==> images/io_fan.png <==
The bar under the picture is 20 um long.
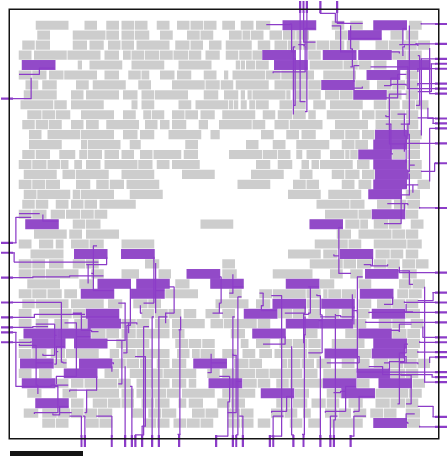
==> images/layer_met1.png <==
The bar under the picture is 20 um long. Supply wires on this layer in grey.
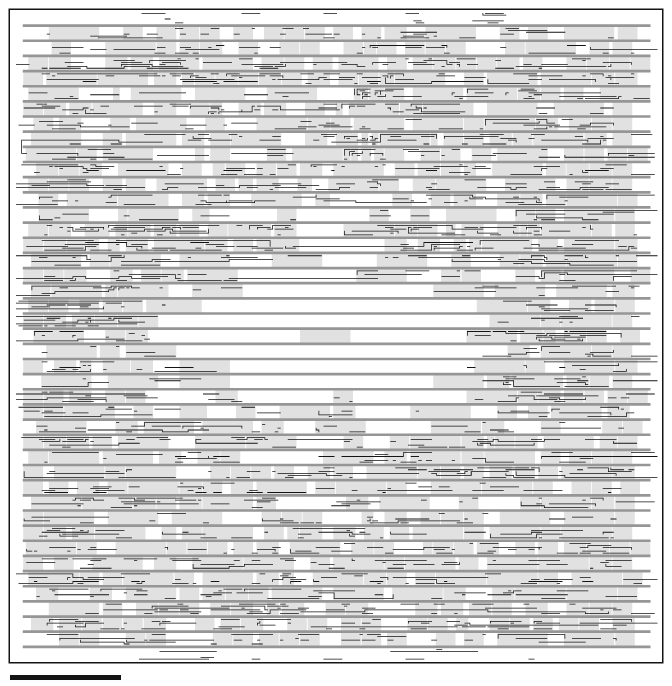
==> images/congestion.png <==
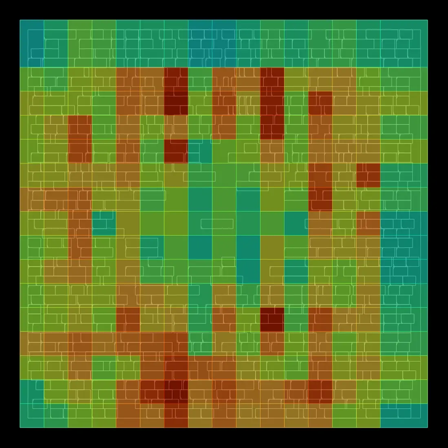
**src/rtl/cpu_pkg.sv**
```systemverilog
// cpu_pkg: shared datapath width, NZVC flag layout and flag bit indices.
package cpu_pkg;
  localparam int WIDTH = 64;
  localparam int FLAG_N = 3;
  localparam int FLAG_Z = 2;
  localparam int FLAG_V = 1;
  localparam int FLAG_C = 0;
  typedef struct packed {
    logic n;
    logic z;
    logic v;
    logic c;
  } flags_t;
endpackage

```
**src/rtl/zero_detect.sv**
```systemverilog
// zero_detect: gate-level OR reduction tree with an inverting root, giving zero = ~|a.
module zero_detect #(
  parameter int WIDTH = 64
) (
  input  logic [WIDTH-1:0] a,
  output wire              zero
);
  // Heap layout: leaves occupy WIDTH-1..2*WIDTH-2, node k ORs children 2k+1 and 2k+2.
  wire [2*WIDTH-2:0] node;
  for (genvar i = 0; i < WIDTH; i++) begin : g_leaf
    buf (node[WIDTH-1+i], a[i]);
  end
  for (genvar j = 0; j < WIDTH - 1; j++) begin : g_tree
    or (node[j], node[2*j+1], node[2*j+2]);
  end
  not (zero, node[0]);
endmodule

```
**src/rtl/ex_mem_flags.sv**
```systemverilog
// ex_mem_flags: EX/MEM pipeline register plus the architectural NZVC flag register with branch forwarding.
module ex_mem_flags #(
  parameter int WIDTH    = cpu_pkg::WIDTH,
  parameter int REG_BITS = 5
) (
  input  logic                clk,
  input  logic                reset,
  input  logic                ex_valid,
  input  logic [WIDTH-1:0]    ex_result,
  input  logic                ex_overflow,
  input  logic                ex_carryout,
  input  logic                ex_set_flags,
  input  logic [REG_BITS-1:0] ex_rd,
  input  logic                ex_reg_write,
  input  logic                ex_mem_read,
  input  logic                ex_mem_write,
  input  logic [WIDTH-1:0]    ex_store_data,
  input  logic                stall,
  input  logic                flush,
  output logic                mem_valid,
  output logic [WIDTH-1:0]    mem_result,
  output logic [REG_BITS-1:0] mem_rd,
  output logic                mem_reg_write,
  output logic                mem_mem_read,
  output logic                mem_mem_write,
  output logic [WIDTH-1:0]    mem_store_data,
  output logic [3:0]          flags,
  output logic [3:0]          flags_fwd,
  output logic                ex_zero
);
  import cpu_pkg::*;
  wire    z_new;
  flags_t new_f;
  flags_t flags_q;
  zero_detect #(.WIDTH(WIDTH)) u_zero (.a(ex_result), .zero(z_new));
  assign ex_zero = z_new;
  assign new_f = '{n: ex_result[WIDTH-1], z: z_new, v: ex_overflow, c: ex_carryout};
  assign flags = flags_q;
  // Stall does not block forwarding: a stalled branch sees the same pending flags.
  assign flags_fwd = (ex_valid & ex_set_flags & ~flush) ? new_f : flags_q;
  always_ff @(posedge clk or posedge reset) begin
    if (reset) begin
      mem_valid      <= 1'b0;
      mem_result     <= '0;
      mem_rd         <= '0;
      mem_reg_write  <= 1'b0;
      mem_mem_read   <= 1'b0;
      mem_mem_write  <= 1'b0;
      mem_store_data <= '0;
    end else if (flush) begin
      mem_valid     <= 1'b0;
      mem_reg_write <= 1'b0;
      mem_mem_read  <= 1'b0;
      mem_mem_write <= 1'b0;
    end else if (!stall) begin
      mem_valid      <= ex_valid;
      mem_result     <= ex_result;
      mem_rd         <= ex_rd;
      mem_reg_write  <= ex_reg_write & ex_valid;
      mem_mem_read   <= ex_mem_read & ex_valid;
      mem_mem_write  <= ex_mem_write & ex_valid;
      mem_store_data <= ex_store_data;
    end
  end
  always_ff @(posedge clk or posedge reset) begin
    if (reset) flags_q <= '0;
    else if (ex_valid & ex_set_flags & ~stall & ~flush) flags_q <= new_f;
  end
endmodule

```
**config.mk**
```make
export PLATFORM = sky130hd
export DESIGN_NAME = ex_mem_flags
export DESIGN_NICKNAME = d
export VERILOG_FILES = /design/src/rtl/cpu_pkg.sv /design/src/rtl/zero_detect.sv /design/src/rtl/ex_mem_flags.sv
export SDC_FILE = /design/constraint.sdc
export NUM_CORES = 1
export LEC_CHECK = 0
export CAP_MARGIN = 20
export CORE_MARGIN = 2
export CORE_UTILIZATION = 43
export DETAILED_ROUTE_END_ITERATION = 8
export MAX_ROUTING_LAYER = met4
export PLACE_DENSITY = 0.84
export REMOVE_ABC_BUFFERS = 1
export SYNTH_ARGS = -nofsm -noshare
export SYNTH_HDL_FRONTEND = slang
export SYNTH_SLANG_ARGS = --single-unit
```
**constraint.sdc**
```tcl
create_clock -name clk -period 7.1 [get_ports clk]
set_input_delay 1.42 -clock clk [delete_from_list [all_inputs] [get_ports clk]]
set_output_delay 1.42 -clock clk [all_outputs]
set_load 0.03 [all_outputs]
```
==> qor.csv <==
stage,metric,value,unit
run_status,status,finished clean,
timing,fin crit period,5.16,ns
critical_path,reg2reg end,mem_rd[0]$_DFFE_PP0P_,
timing,final hold violations,0,
clocking,Latency at later pin,0.40,ns
logic_synthesis,Synth Warn #,0,
timing,"Slew Viols, Final",0,
placed_design,routability cong.,0.860,
flow_run,Tool Warnings,25,
logic_synthesis,post-synthesis mux area share,28.9,%
global_route,first-pass GRT wire length,22400,um
clocking,post-CTS sizing,0,
final_layout,Nets,774,
logic_synthesis,number of enable flip-flop cells,0,
global_route,maximum number of pins on one net before global-route repair,82,
routing,DR WL met2,7930,um
routing,DR WL met3,1130,um
routing,DR vias/cell,4.88,
routing,via count,3971,
critical_path,Setup CP Type,input port to primary output,
placed_design,worst slack at placement,1.85,ns
logic_synthesis,"Seq/Total Area, Yosys",64.2,%
logic_synthesis,"Simple Share, Synth",4.12,%
logic_synthesis,top cells by count,"141 x dfrtp_1, 139 x mux2_2, 14 x nor4_1",
critical_path,CP endpoint,flags_fwd[2],
timing,final setup skew,0,ns
clocking,H-Tree Depth,4,
timing,hold_ws,0.502,ns
logic_synthesis,Yosys chip area,5500,um2
die,FP Rows,41,
routing,metal1 wirelength,5460,um
placed_design,detailed placement HPWL,11400,um
logic_synthesis,Post-Synth AOI/OAI Area,0.455,%
logic_synthesis,synthesis-stage register bit count,141,
critical_path,worst reg2reg startpoint,mem_rd[0]$_DFFE_PP0P_,
global_route,vias in the first global route,4320,
pwr,P_sw,763,uW
global_route,initial antenna violation count,0,
die,io pins,290,
final_layout,final core utilization,72.2,%
timing,RSZ-0062 raised after global routing,false,
placed_design,I/O Buffers,289,
timing,Final setup viols,0,
timing,Peak Freq,0.194,GHz
pwr,PD cells,281,nW/um2
logic_synthesis,Synth Flop Type,dfrtp_1,
clocking,clock transition at the registers of the reported paths,0.05,ns
logic_synthesis,yosys cell count,333,
critical_path,crit path launch type,input port,
pwr,sw frac,29.9,%
die,die width,117,um
die,Initial Util,43.7,%
logic_synthesis,asr flop ratio synth,100,%
routing,Total Wirelength,15000,um
timing,post-layout period usage,72.7,%
clocking,CTS tree,yes,
critical_path,WP buf/inv,2,
clocking,Setup Buffers After CTS,0,
logic_synthesis,"XOR Share, Synth",0,%
critical_path,CP arrival,3.74,ns
critical_path,crit path from,ex_result[11],
worst_hold_path,worst hold path endpoint,mem_store_data[2]$_DFFE_PP0P_,
timing,Worst slew margin,32.4,%
logic_synthesis,syn_area_per_cell,16.5,um2
critical_path,CP Capture Type,primary output,
critical_path,Critical Path RT,5.68,ns
routing,Avg WL per Cell,18.4,um
routing,Pre-antenna DRT Iters,4,
logic_synthesis,Post-Syn Instances,333,
routing,DR iter-0 viols,158,
-- io_fan.png (at the start) --
Key: purple = mem_store_data [bits 64, direction output, end cells 64, wire 2010 um]

-- layer_met1.png (at the start) --
The layer carries 5460 um of wire. The layer holds 36% of the routed length. The wires run mostly horizontal. 665 nets have wire on it.

-- congestion.png (at the start) --
GR peak layer: met2
grt met3 use: 6.54%
met1 Use GR: 24.3%

==> placed cells by master, fill, tap and decap left out, drive strengths merged <==
cell type | Yosys | layout
nor2 | 7 | 7
nand4 | 4 | 4
nand2 | 1 | 1
mux2 | 141 | 141
bufinv | 0 | 1
nor4 | 17 | 17
a22oi | 2 | 2
inv | 1 | 1
clkinv | 0 | 5
nor2b | 1 | 1
clkdlybuf4s50 | 0 | 289
buf | 15 | 4
clkbuf | 0 | 23
nand3b | 1 | 1
a21oi | 2 | 2
clkinvlp | 0 | 1
dfrtp | 141 | 141
==> power groups by stage <==
stage | sequential [mW] | clock, mW | combinational, mW
global placement | 0.988 | 0 | 0.756
detailed placement | 0.997 | 0 | 0.769
CTS | 0.985 | 0.818 | 0.773
floorplan | 1.23 | 0 | 0.155
global route | 0.999 | 0.855 | 0.802
finish | 0.984 | 0.799 | 0.767
==> stage by stage <==
step                      instances  instance area [um2]  total power, mW
after detailed placement        782                 8510             1.77
after CTS                       812                 9050             2.58
after global placement          782                 8510             1.74
final                           813                 9070             2.55
after global routing            813                 9070             2.66
after floorplan                 318                 5370             1.38
==> metal layers <==
metal / up-vias / global-route usage (%)
met5: - / -
met3: 35 / 6.54
li1: 1799 / -
met4: 0 / 10.7
met2: 185 / 38.5
met1: 1952 / 24.3
==> cell type report <==
class                           instances  area (um2)
Sequential cell                       141        3530
Fill cell                             845        3490
Timing Repair Buffer                  293        2940
Multi-Input combinational cell        176        1840
Clock buffer                           23         468
Tap cell                              172         215
Clock inverter                          7        66.3
Inverter                                1        8.76
==> state kept, by name, indices dropped and copies added, names as in the netlist <==
name and cells:
mem_valid 1, mem_mem_read 1, mem_store_data 64, mem_mem_write 1, flags 4, mem_result 64
mem_reg_write 1, mem_rd 5
Power is estimated from default activity; no workload was simulated.
